==> run_1/layer_met1.png <==
Bar = 50 um. Supply wires on this layer in gray.
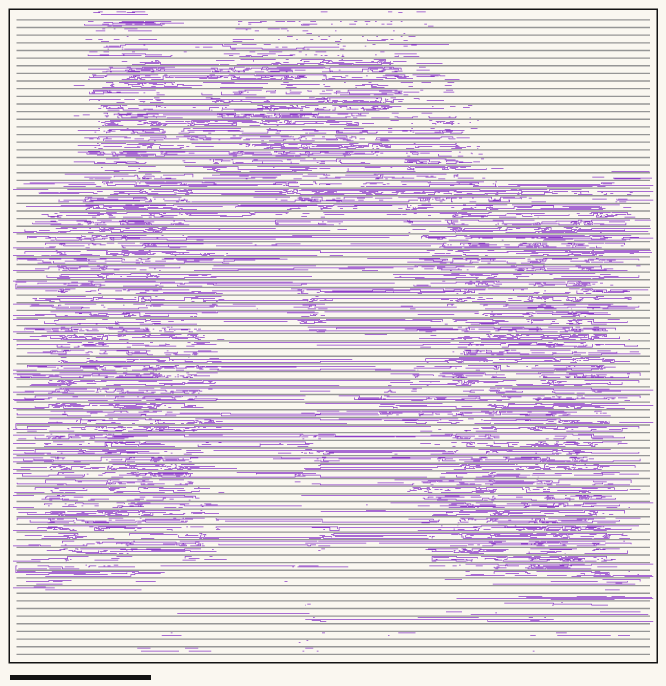
==> run_1/layer_met2.png <==
Cells faint in the background.
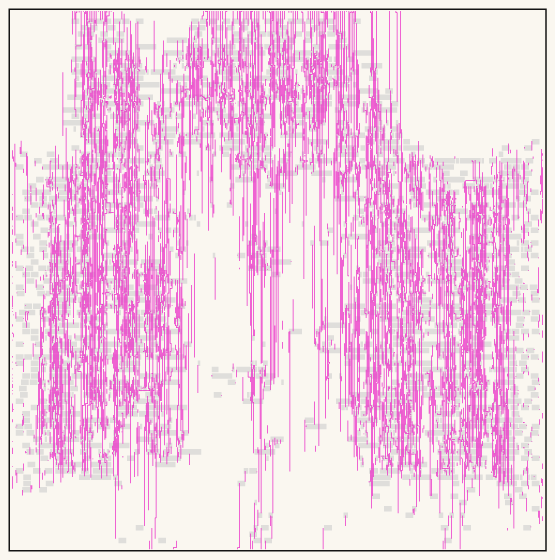
==> run_1/layer_met3.png <==
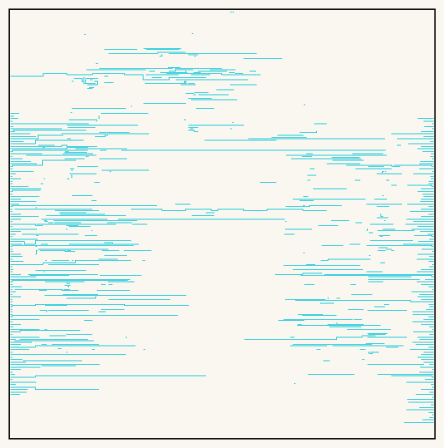
Design osd_avalon_regbank, sky130hd; sources not shown.
==> report_table.html, run 1 <==
<h3>Run summary</h3>
<table>
<tr><th>Metric</th><th>Value</th></tr>
<tr><th colspan="2">Layout</th></tr>
<tr><td>Largest register FFs</td><td>256</td></tr>
<tr><td>Combinational gate area</td><td>5450 sq um</td></tr>
<tr><td>Number of diodes</td><td>0</td></tr>
<tr><td>Flip-flops</td><td>289</td></tr>
<tr><td>Proportion of layout cells with a drive suffix above 1</td><td>9.56%</td></tr>
<tr><td>Final standard cell count with taps included and fillers excluded</td><td>2416</td></tr>
<tr><th colspan="2">Synthesis</th></tr>
<tr><td>Post-Synth AOI/OAI Area</td><td>20.2%</td></tr>
<tr><td>Summed standard-cell area reported by yosys</td><td>13300 sq um</td></tr>
<tr><td>Post-synthesis adder-cell area fraction</td><td>0%</td></tr>
<tr><td>Mean area per synthesized cell</td><td>10.0 sq um</td></tr>
<tr><td>Xor/xnor share</td><td>0%</td></tr>
<tr><td>Most frequently used flop master after synthesis</td><td>sky130_fd_sc_hd__dfrtp_1</td></tr>
<tr><td>Share of synthesized cell area in and, or, nand and nor gates</td><td>14.5%</td></tr>
<tr><td>Ys Warns</td><td>0</td></tr>
<tr><td>Yosys cell count</td><td>1329</td></tr>
<tr><td>Biggest area cells</td><td>sky130_fd_sc_hd__dfrtp_1 (54%), sky130_fd_sc_hd__a21oi_1 (9.6%), sky130_fd_sc_hd__nor2_1 (7.8%)</td></tr>
<tr><td>Yosys top cell area share</td><td>54.2%</td></tr>
<tr><td>Post-synth regs</td><td>289</td></tr>
<tr><th colspan="2">Global route</th></tr>
<tr><td>GRT overflow</td><td>0</td></tr>
<tr><td>Wire length of the first global-routing pass</td><td>94400 um</td></tr>
<tr><td>Initial antenna violation count</td><td>1</td></tr>
<tr><td>Gr busiest metal</td><td>met2</td></tr>
<tr><th colspan="2">Clocking</th></tr>
<tr><td>Clk_lat worst skew</td><td>570 ps</td></tr>
<tr><td>CTS buffer count</td><td>40</td></tr>
<tr><td>Setup repair bufs after CTS</td><td>0</td></tr>
<tr><td>CTS clk-pin slew, worst paths</td><td>50 ps</td></tr>
<tr><td>PostCTS Resize Cnt</td><td>0</td></tr>
<tr><th colspan="2">Worst setup path</th></tr>
<tr><td>Kind of cell adding the most delay to the critical path</td><td>buffers and inverters</td></tr>
<tr><td>Req. time, crit path</td><td>13690 ps</td></tr>
<tr><td>Register-to-Register Setup Slack</td><td>11520 ps</td></tr>
<tr><th colspan="2">Final timing</th></tr>
<tr><td>Headroom to the max-slew limit</td><td>29.7%</td></tr>
<tr><td>Final worst path period share</td><td>50.5%</td></tr>
<tr><td>Fmax</td><td>0.150 GHz</td></tr>
<tr><td>Crit path setup slack, layout</td><td>6530 ps</td></tr>
<tr><th colspan="2">Outcome</th></tr>
<tr><td>Result of the run</td><td>finished clean</td></tr>
<tr><th colspan="2">Detailed routing</th></tr>
<tr><td>Iteration-0 DRC Markers</td><td>1514</td></tr>
<tr><td>Antenna Violating Nets Remaining</td><td>0</td></tr>
<tr><td>Metal3 WL</td><td>7190 um</td></tr>
<tr><th colspan="2">Pwr</th></tr>
<tr><td>Power consumption</td><td>0.00360 W</td></tr>
<tr><td>Register share of total power</td><td>36.4%</td></tr>
<tr><td>PD cells</td><td>190 nW/um^2</td></tr>
<tr><th colspan="2">Die</th></tr>
<tr><td>Number of tapcells</td><td>680</td></tr>
<tr><th colspan="2">Place</th></tr>
<tr><td>Minimum setup slack after placement</td><td>5970 ps</td></tr>
</table>
Back to the opening pictures, layer_met1.png:
longest straight run	99.8 um
share of all routed wire	43%
nets with wire on the layer	1541
main direction	horizontal
wire length on this layer	29.0 mm
met1 capacity usage during global routing: 34.3%
total detailed-routing wirelength: 67000 um
total vias in the final route: 12864

Back to the opening pictures, layer_met2.png:
share of all routed wire	43%
longest straight run	102 um
main direction	vertical
wire length on this layer	29.1 mm
met2 layer usage reported by global route: 37.3%

Back to the opening pictures, layer_met3.png:
wire length on this layer	7190 um
share of all routed wire	11%
nets with wire on the layer	412
GR Util met3: 7.24%

==> run 1 -> run 2 <==
- clock period: 13.21 -> 6.46 ns (I/O delays scaled with it)
==> report_table.html, run 2 <==
<h3>Run summary</h3>
<table>
<tr><th>Metric</th><th>Value</th></tr>
<tr><th colspan="2">Outcome</th></tr>
<tr><td>Result of the run</td><td>finished clean</td></tr>
<tr><th colspan="2">Clocking</th></tr>
<tr><td>PostCTS Resize Cnt</td><td>0 (unchanged)</td></tr>
<tr><td>CTS buffer count</td><td>38 (-5.0%)</td></tr>
<tr><td>Clk_lat worst skew</td><td>580 ps (about the same)</td></tr>
<tr><td>Setup repair bufs after CTS</td><td>0 (unchanged)</td></tr>
<tr><th colspan="2">Final timing</th></tr>
<tr><td>Fmax</td><td>0.221 GHz</td></tr>
<tr><td>Final worst path period share</td><td>70.1%</td></tr>
<tr><th colspan="2">Synthesis</th></tr>
<tr><td>Post-synth regs</td><td>289 (unchanged)</td></tr>
<tr><td>Yosys cell count</td><td>1329 (unchanged)</td></tr>
<tr><td>Yosys top cell area share</td><td>54.2% (unchanged)</td></tr>
<tr><td>Ys Warns</td><td>0 (unchanged)</td></tr>
<tr><td>Biggest area cells</td><td>sky130_fd_sc_hd__dfrtp_1 (54%), sky130_fd_sc_hd__a21oi_1 (9.6%), sky130_fd_sc_hd__nor2_1 (7.8%)</td></tr>
<tr><td>Xor/xnor share</td><td>0% (unchanged)</td></tr>
<tr><td>Most frequently used flop master after synthesis</td><td>sky130_fd_sc_hd__dfrtp_1</td></tr>
<tr><td>Mean area per synthesized cell</td><td>10.0 sq um (unchanged)</td></tr>
<tr><td>Share of synthesized cell area in and, or, nand and nor gates</td><td>14.5% (unchanged)</td></tr>
<tr><td>Post-Synth AOI/OAI Area</td><td>20.2% (unchanged)</td></tr>
<tr><td>Post-synthesis adder-cell area fraction</td><td>0% (unchanged)</td></tr>
<tr><th colspan="2">Global route</th></tr>
<tr><td>Gr busiest metal</td><td>met2</td></tr>
<tr><td>Initial antenna violation count</td><td>3 (+2)</td></tr>
<tr><td>Wire length of the first global-routing pass</td><td>93700 um (-0.71%)</td></tr>
<tr><th colspan="2">Place</th></tr>
<tr><td>Minimum setup slack after placement</td><td>1240 ps (-4740 ps)</td></tr>
<tr><th colspan="2">Pwr</th></tr>
<tr><td>PD cells</td><td>381 nW/um^2 (+100%)</td></tr>
<tr><td>Register share of total power</td><td>37.2% (+0.8 points)</td></tr>
<tr><th colspan="2">Layout</th></tr>
<tr><td>Number of diodes</td><td>1 (+1)</td></tr>
<tr><td>Combinational gate area</td><td>5450 sq um (unchanged)</td></tr>
<tr><td>Proportion of layout cells with a drive suffix above 1</td><td>9.78% (+0.22 points)</td></tr>
<tr><th colspan="2">Die</th></tr>
<tr><td>Number of tapcells</td><td>680 (unchanged)</td></tr>
<tr><th colspan="2">Worst setup path</th></tr>
<tr><td>Req. time, crit path</td><td>6950 ps (-6740 ps)</td></tr>
<tr><td>Register-to-Register Setup Slack</td><td>4680 ps (-6840 ps)</td></tr>
<tr><td>Kind of cell adding the most delay to the critical path</td><td>buffers and inverters</td></tr>
<tr><th colspan="2">Detailed routing</th></tr>
<tr><td>Iteration-0 DRC Markers</td><td>1483 (-2.0%)</td></tr>
</table>
==> run_2/congestion.png <==
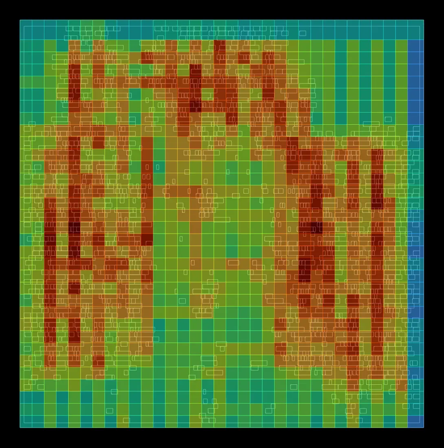
met2 layer usage reported by global route: 37.2%
global-route usage over all layers: 24.6%
GR Util met3: 6.69%
final design utilization: 37.3%
met1 capacity usage during global routing: 34.0%

==> run_2/layer_met1.png <==
Bar = 50 um. Supply wires on this layer in gray.
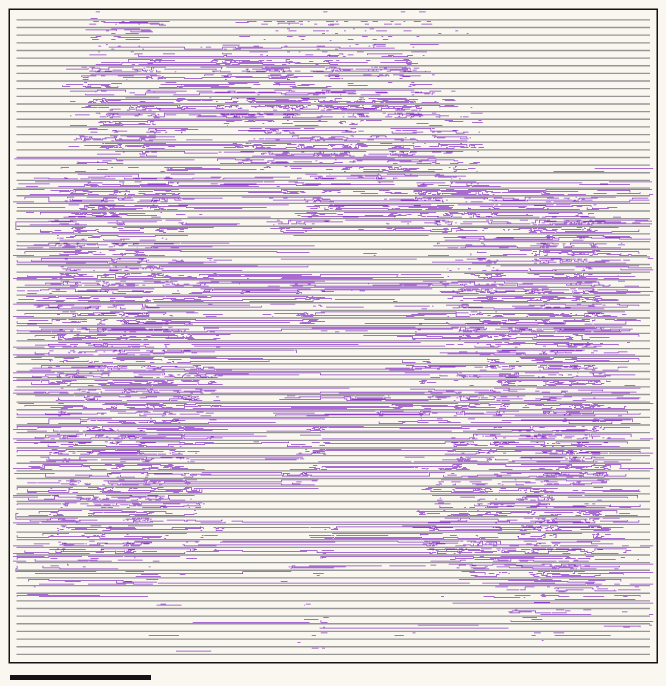
wire length on this layer	29.2 mm
share of all routed wire	43%
total vias in the final route: 12989
total detailed-routing wirelength: 67500 um

Power figures rest on the tool's default switching activity, not on a simulated workload.
